## config.mk

```make
export PLATFORM = sky130hd
export DESIGN_NAME = gpr_wb_arbiter
export DESIGN_NICKNAME = d
export VERILOG_FILES = /design/src/rtl/gpr_wb_arbiter.sv
export SDC_FILE = /design/constraint.sdc
export NUM_CORES = 1
export LEC_CHECK = 0
export ABC_CLOCK_PERIOD_IN_PS = 2900
export CAP_MARGIN = 15
export CORE_AREA = 3 3 63 65
export DETAILED_ROUTE_END_ITERATION = 8
export DIE_AREA = 0 0 66 68
export DONT_BUFFER_PORTS = 1
export PLACE_DENSITY = 0.56
export SYNTH_ARGS = -nofsm -noshare
export SYNTH_HDL_FRONTEND = slang
export SYNTH_SLANG_ARGS = --single-unit
```

## constraint.sdc

```tcl
create_clock -name clk -period 2.9 [get_ports clk]
set_clock_uncertainty 0.2 [all_clocks]
set_input_delay 0.87 -clock clk [delete_from_list [all_inputs] [get_ports clk]]
set_output_delay 0.87 -clock clk [all_outputs]
set_load 0.1 [all_outputs]
```

## src/rtl/gpr_wb_arbiter.sv

```systemverilog
// Two-port round-robin writeback arbiter feeding a single register-file write
// port, with a per-register pending-write scoreboard.
module gpr_wb_arbiter #(
  parameter int WIDTH = 16,
  parameter int NREGS = 8
) (
  input  logic             clk,
  input  logic             rst_n,
  input  logic             a_valid,
  input  logic [2:0]       a_dest,
  input  logic [WIDTH-1:0] a_data,
  output logic             a_ready,
  input  logic             b_valid,
  input  logic [2:0]       b_dest,
  input  logic [WIDTH-1:0] b_data,
  output logic             b_ready,
  input  logic             rsv_en,
  input  logic [2:0]       rsv_dest,
  output logic             wr_en,
  output logic [2:0]       wr_dest,
  output logic [WIDTH-1:0] wr_data,
  output logic [NREGS-1:0] busy
);

  typedef enum logic {
    LAST_A = 1'b0,
    LAST_B = 1'b1
  } last_t;

  last_t            last_q, last_d;
  logic             grant_a, grant_b, xfer;
  logic [2:0]       sel_dest;
  logic [WIDTH-1:0] sel_data;
  logic [NREGS-1:0] busy_d;

  // Readies are gated by rst_n so nothing is accepted while reset is held.
  always_comb begin
    grant_a  = a_valid && (!b_valid || last_q == LAST_B);
    grant_b  = b_valid && !grant_a;
    a_ready  = rst_n && grant_a;
    b_ready  = rst_n && grant_b;
    xfer     = a_ready || b_ready;
    sel_dest = b_ready ? b_dest : a_dest;
    sel_data = b_ready ? b_data : a_data;
    last_d   = last_q;
    if (a_ready)      last_d = LAST_A;
    else if (b_ready) last_d = LAST_B;
  end

  // Clear on accepted write first, then set on reservation so a same-edge
  // reservation wins.
  always_comb begin
    busy_d = busy;
    for (int unsigned i = 1; i < NREGS; i++) begin
      if (xfer && sel_dest == 3'(i))     busy_d[i] = 1'b0;
      if (rsv_en && rsv_dest == 3'(i))   busy_d[i] = 1'b1;
    end
    busy_d[0] = 1'b0;
  end

  always_ff @(posedge clk or negedge rst_n) begin
    if (!rst_n) begin
      last_q  <= LAST_B;
      wr_en   <= 1'b0;
      wr_dest <= '0;
      wr_data <= '0;
      busy    <= '0;
    end else begin
      last_q <= last_d;
      busy   <= busy_d;
      wr_en  <= xfer && (sel_dest != 3'd0);
      if (xfer && sel_dest != 3'd0) begin
        wr_dest <= sel_dest;
        wr_data <= sel_data;
      end
    end
  end

endmodule

```

==> impl_metrics.ini <==
; flow metrics
[global_route]
grt_pass1_wl_um = 5330
antenna_found_initial = 0
grtUsageTotal = 0.156
grt_pass1_vias = 1151
grt_max_degree = 34

[cells_and_area]
layout_top_cell = buf_4
layout.cells.non_filler = 220
diodes = 0
drive_above_1_share = 0.356
area_growth_pct = 18.5

[critical_path]
crit_path_start_kind = register
critPathKind = reg -> out
required_ns = 1.83
critPathBufInv = 1
worstReg2RegStart = last_q
crit_path_end = a_ready
cp.arrival_ns = 1.48
endpoint_kind = primary output
path_depth = 3
critPathTopFamily = flip-flops
rr_worst_depth = 6
rrSetupSlack_ns = 0.82
crit_start = last_q
crit_slowest_cell = dfstp_2
crit_fanout = 5

[clock_network]
cts_resized = 0
clk_pin_slew_ns = 0.14
cts_setup_buffers = 0
cts.path.max_buffers = 2
cts_sinks = 28
htreeDepth = 1

[route]
avgRoutedWirePerCell_um = 15.1
drt_pass1_iterations = 4
routed_wl_um = 3320
vias = 1144
drc = 0
antenna_left = 0

[pwr]
clkPwrFrac = 0.101
p_int_uw = 716
p_leak_nw = 0.843
ir_drop_mv = 0.564
p_comb_frac = 0.588
p_switching_uw = 902

[synth]
synthCells = 143
avgSynthCellArea_um2 = 10.8
edf_count = 0
ys_seq_frac = 0.453
synthTopCellsByArea = dfrtp_1 (44%), mux2i_1 (12%), a21oi_2 (7.4%)
async_reset_ff_frac = 1.00
top_area_frac = 0.436
synth_area_leader_cell = dfrtp_1
floorplan.nets = 189
yosys_warnings = 0
ys_types = 33
yosys-stat-area_um2 = 1550

[hold_path]
hold_class = in -> async

[place]
place_area_um2 = 1790
dpl.hpwl_um = 2510
place_congestion = 0.776
io_buffers = 0

[final_timing]
fin_crit_sh = 0.879
rsz0062_at_grt = false
period_needed_ns = 2.55
fmax_mhz = 393
relSlewSlack = 0.588
finalWorstSetupSlack_ns = 0.352
finalHoldViolCount = 0

[die]
floorplan.core_util = 0.457
die_w_um = 66
chipArea_um2 = 4490

[job]
warnings = 27
maxCapViolations = 0

[run_status]
status = completed
-- synthesized netlist by cell type (all sizes together), types with 2 or more instances --
master,count
a31oi,2
o21ai,16
nand2,5
mux2i,19
dfrtp,27
nand2b,6
a21oi,18
nor2,20
inv,6
buf,6
-- repair_timing --
| action | in CTS | in global routing |
|---|---|---|
| setup endpoints to repair | 0 | 0 |
| hold buffers | 1 | 1 |
| hold endpoints to repair | 14 | 13 |
-- metal layers --
layer | wire [um] | track usage
met2 | 1660 | 0.267
met1 | 1340 | 0.197
met5 | 0 | 0
met3 | 306 | 0.0361
met4 | 18 | 0.0457
-- state kept, by name, indices dropped and copies added, names as in the netlist --
signal   cells
wr_dest      3
wr_data     16
wr_en        1
busy         7
last_q       1
-- power groups by stage --
stage               registers (mW)  logic (mW)  clock network (mW)
floorplan                     1.10       0.197                   0
global placement             0.509       0.942                   0
detailed placement           0.512       0.949                   0
CTS                          0.504       0.955               0.176
global route                 0.512       0.990               0.193
finish                       0.503       0.952               0.164
-- cell families after synthesis --
logic type,count (synthesis),share of synthesized area
multiplexers,19,0.123
buffers and inverters,13,0.0622
AND-OR/OR-AND,46,0.237
flip-flops,28,0.453
other,1,0.00242
AND/OR/NAND/NOR,36,0.123
-- area by class of cell --
| cell class | instances | area, um2 |
|---|---|---|
| flip-flops and latches | 28 | 702 |
| fillers | 310 | 1550 |
| repair buffers | 34 | 273 |
| multi-input cells | 102 | 751 |
| well taps | 46 | 57.6 |
| clock buffers | 4 | 26.3 |
| inverters | 6 | 26.3 |
-- worst register-to-register path: stages, from the launching register on --
cell and delay [ns]:
dfstp_2 0.61, a21boi_4 0.07, nand2_2 0.11, buf_4 0.34, mux2i_1 0.34, nor2_1 0.07, o221a_2 0.25
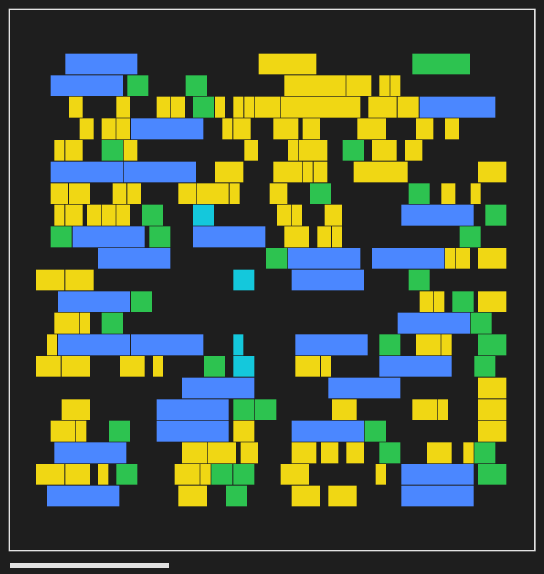
(images/placement_by_type.png)
The bar under the picture is 20 um long.
| color | class | cells | share of their area |
|---|---|---|---|
| cyan | clock drivers and dummy loads | 4 | 1.5% |
| yellow | combinational and other logic | 108 | 44% |
| blue | flops | 28 | 39% |
| green | other buffers and delay cells | 34 | 15% |
core area: 3390 um2
flop share of the area: 0.382
fin area: 1840 um2
Final Core Density: 0.542
num rows: 21

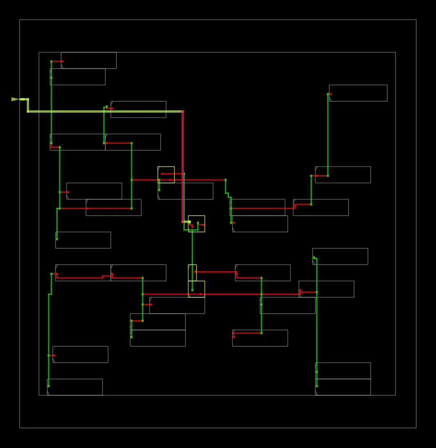
(images/clocks.png)
clk_lat worst skew: 0.31 ns
CTS Buf Count: 3

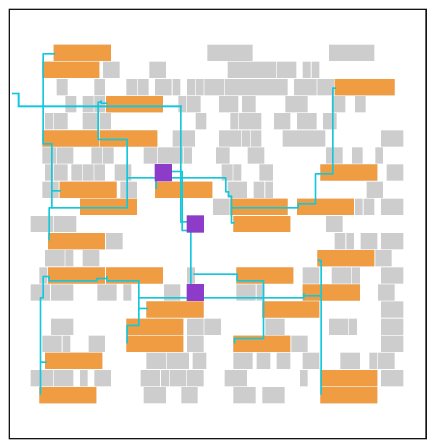
(images/clk_routes.png)
[cyan] clock wires | length: 337 um
[purple] clock drivers | count: 3
[orange] flip-flops | count: 28
routed clock nets: 4

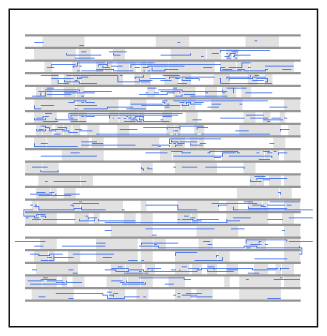
(images/layer_met1.png)
Supply wires on this layer in gray.
nets with wire on the layer: 184
share of all routed wire: 40%

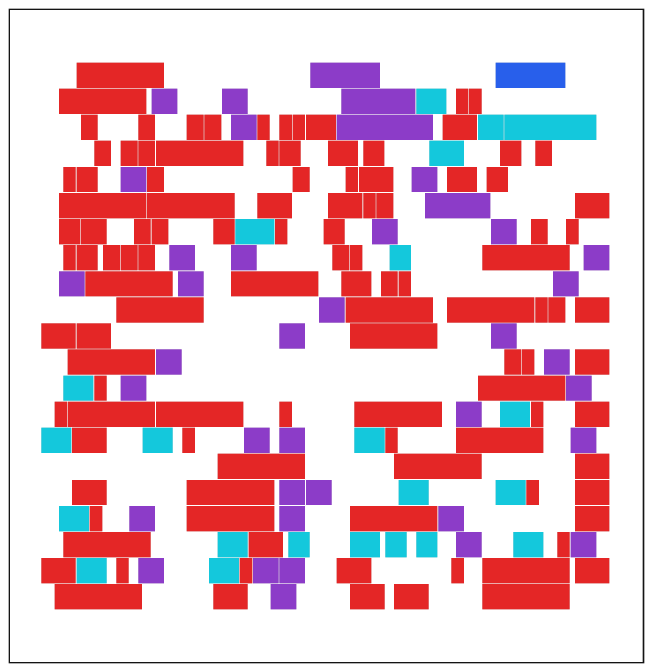
(images/sizes.png)
| color | size | cells |
|---|---|---|
| purple | _3 and _4 cells | 39 |
| cyan | _2 cells | 22 |
| red | _0 and _1 cells | 112 |
| blue | _6 and larger | 1 |

Power and IR drop assume default switching activity.
